Figure 1. PDN straps and rails.
Pins as bars on the die edge. Tap cells in gray.
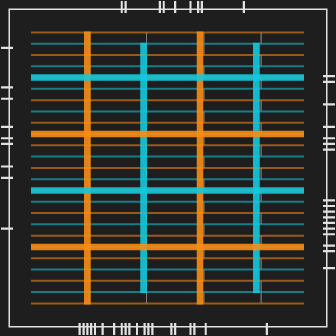
Figure 2. Placed cells, one color a class.
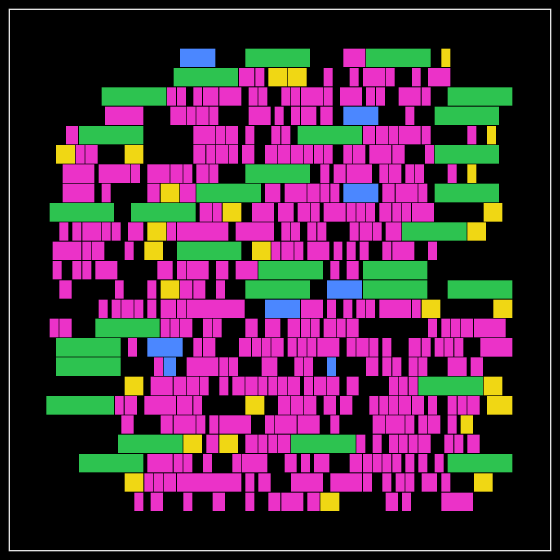
--- config.mk ---
export PLATFORM = sky130hd
export DESIGN_NAME = fetch_unit
export DESIGN_NICKNAME = d
export VERILOG_FILES = /design/src/rtl/fetch_unit.sv
export SDC_FILE = /design/constraint.sdc
export NUM_CORES = 1
export LEC_CHECK = 0
export ABC_AREA = 1
export CAP_MARGIN = 40
export CORE_MARGIN = 5
export CORE_UTILIZATION = 58
export DETAILED_ROUTE_END_ITERATION = 8
export DONT_BUFFER_PORTS = 1
export PLACE_DENSITY = 0.76
export RECOVER_POWER = 50
export SLEW_MARGIN = 30
export SYNTH_ARGS = -nofsm -noshare
export SYNTH_HDL_FRONTEND = slang
export SYNTH_SLANG_ARGS = --single-unit
--- constraint.sdc ---
create_clock -name Clk -period 1.9 [get_ports Clk]
set_input_delay 0.19 -clock Clk [delete_from_list [all_inputs] [get_ports Clk]]
set_output_delay 0.19 -clock Clk [all_outputs]
set_load 0.01 [all_outputs]
--- src/rtl/fetch_unit.sv ---
// Program counter and fetch sequencer for the 1024-entry instruction ROM.
// Start/ack handshake, four entry points, sequential/relative/absolute PC updates.
//
// state | meaning
// IDLE  | out of reset, waiting for Start
// ARMED | Start held high, program select being latched
// RUN   | fetching, PC advances each non-stalled cycle
// DONE  | halted, PC and retired count frozen until Start
module fetch_unit #(
  parameter int unsigned AW       = 10,
  parameter int unsigned OFFW     = 8,
  parameter int unsigned CNTW     = 16,
  parameter logic [AW-1:0] P0_START = 10'd0,
  parameter logic [AW-1:0] P1_START = 10'd256,
  parameter logic [AW-1:0] P2_START = 10'd512,
  parameter logic [AW-1:0] P3_START = 10'd768
) (
  input  logic            Clk,
  input  logic            Reset,
  input  logic            Start,
  input  logic [1:0]      ProgSel,
  input  logic            Stall,
  input  logic            Halt,
  input  logic            BranchEn,
  input  logic            BranchAbs,
  input  logic [AW-1:0]   Target,
  input  logic [OFFW-1:0] Offset,
  output logic [AW-1:0]   InstAddress,
  output logic            Running,
  output logic            Done,
  output logic [CNTW-1:0] RetCount
);

  typedef enum logic [1:0] {
    IDLE  = 2'd0,
    ARMED = 2'd1,
    RUN   = 2'd2,
    DONE  = 2'd3
  } state_t;

  state_t          state_q;
  state_t          state_d;
  logic [1:0]      sel_q;
  logic [1:0]      sel_d;
  logic [AW-1:0]   pc_d;
  logic [CNTW-1:0] cnt_d;
  logic [AW-1:0]   entry_addr;
  logic [AW-1:0]   off_ext;
  logic [CNTW-1:0] cnt_inc;

  assign off_ext = {{(AW-OFFW){Offset[OFFW-1]}}, Offset};
  // Saturate rather than wrap so a long run never reports a small count.
  assign cnt_inc = (RetCount == {CNTW{1'b1}}) ? RetCount : RetCount + CNTW'(1);

  always_comb begin
    entry_addr = P0_START;
    case (sel_q)
      2'd0:    entry_addr = P0_START;
      2'd1:    entry_addr = P1_START;
      2'd2:    entry_addr = P2_START;
      2'd3:    entry_addr = P3_START;
      default: entry_addr = P0_START;
    endcase
  end

  always_ff @(posedge Clk or negedge Reset) begin
    if (!Reset) begin
      state_q     <= IDLE;
      sel_q       <= 2'd0;
      InstAddress <= '0;
      RetCount    <= '0;
    end else begin
      state_q     <= state_d;
      sel_q       <= sel_d;
      InstAddress <= pc_d;
      RetCount    <= cnt_d;
    end
  end

  always_comb begin
    state_d = state_q;
    case (state_q)
      IDLE:    if (Start) state_d = ARMED;
      ARMED:   if (!Start) state_d = RUN;
      RUN: begin
        if (Start)     state_d = ARMED;
        else if (Halt) state_d = DONE;
      end
      DONE:    if (Start) state_d = ARMED;
      default: state_d = IDLE;
    endcase
  end

  // Program select tracks ProgSel for as long as Start is held.
  assign sel_d = Start ? ProgSel : sel_q;

  always_comb begin
    pc_d  = InstAddress;
    cnt_d = RetCount;
    case (state_q)
      ARMED: begin
        if (!Start) begin
          pc_d  = entry_addr;
          cnt_d = '0;
        end
      end
      RUN: begin
        if (Start) begin
          pc_d = InstAddress;
        end else if (Halt) begin
          cnt_d = cnt_inc;
        end else if (Stall) begin
          pc_d = InstAddress;
        end else if (BranchEn) begin
          pc_d  = BranchAbs ? Target : InstAddress + off_ext;
          cnt_d = cnt_inc;
        end else begin
          pc_d  = InstAddress + AW'(1);
          cnt_d = cnt_inc;
        end
      end
      default: begin
        pc_d  = InstAddress;
        cnt_d = RetCount;
      end
    endcase
  end

  always_comb begin
    Running = (state_q == RUN);
    Done    = (state_q == DONE);
  end

endmodule

==> flow_summary.toml <==
# flow metrics
[final_layout]
sh_comb_area = 0.5582
drive_above_1_share = 0.1571
clock_area_frac = 0.03181
num-fill-cells = 374
num-multi-input-gates = 293
seq_share = 0.2619
fin_area_um2 = 2872
flops = 30

[sta]
holdWs_ps = 12.61
setup_viol = 0
fin_tns_setup_ps = 0
setup_slack_ps = 157.1
final.period_utilization = 0.9173

[cts]
cts_sinks = 30
htreeDepth = 2
cts-resized-gates = 0
cts_buffers = 5

[placed_design]
port_buffers = 0
place_inst = 443
dp_slack_ps = 12.81

[synthesis]
synth-async-reset-ratio = 1.000
ys_sh_aoi = 0.1372
synthesis.nets = 415
synth_seq_share = 0.2962
ys_area_um2 = 2535
yosys_most_used_dff = "dfrtp_1"
ys_types = 37
ys.flops = 30
ys_cells = 372

[drt]
wire_per_inst_um = 14.72
wl_met1_um = 3004
viasPerCell = 5.627
drtAntennaViolNets = 0
drc = 0

[power_and_ir_drop]
p_leak_uw = 0.001341
pg_clk_uw = 546
clkPwrFrac = 0.165
power_switching_share = 0.4627

[setup_path]
crit_cells = 11
crit_buf_inv = 1
worstSetupStartpointType = "flop"

[floorplanning]
fp_util = 0.5903

[global_route]
grtUsageTotal = 0.2359
busiest_layer = "met2"

[hold_path]
holdPathStages = 1

[run_status]
outcome = "finished clean"
Notes on Figure 1 above:
Key: VSS = orange; VDD = cyan
52 tap cells. 55 signal pins sit on the boundary.

Notes on Figure 2 above:
Key: all other logic = magenta [cells 336]; other buffers and delay cells = yellow [cells 27]; flip-flops = green [cells 30]; clock drivers and dummy loads = blue [cells 8]

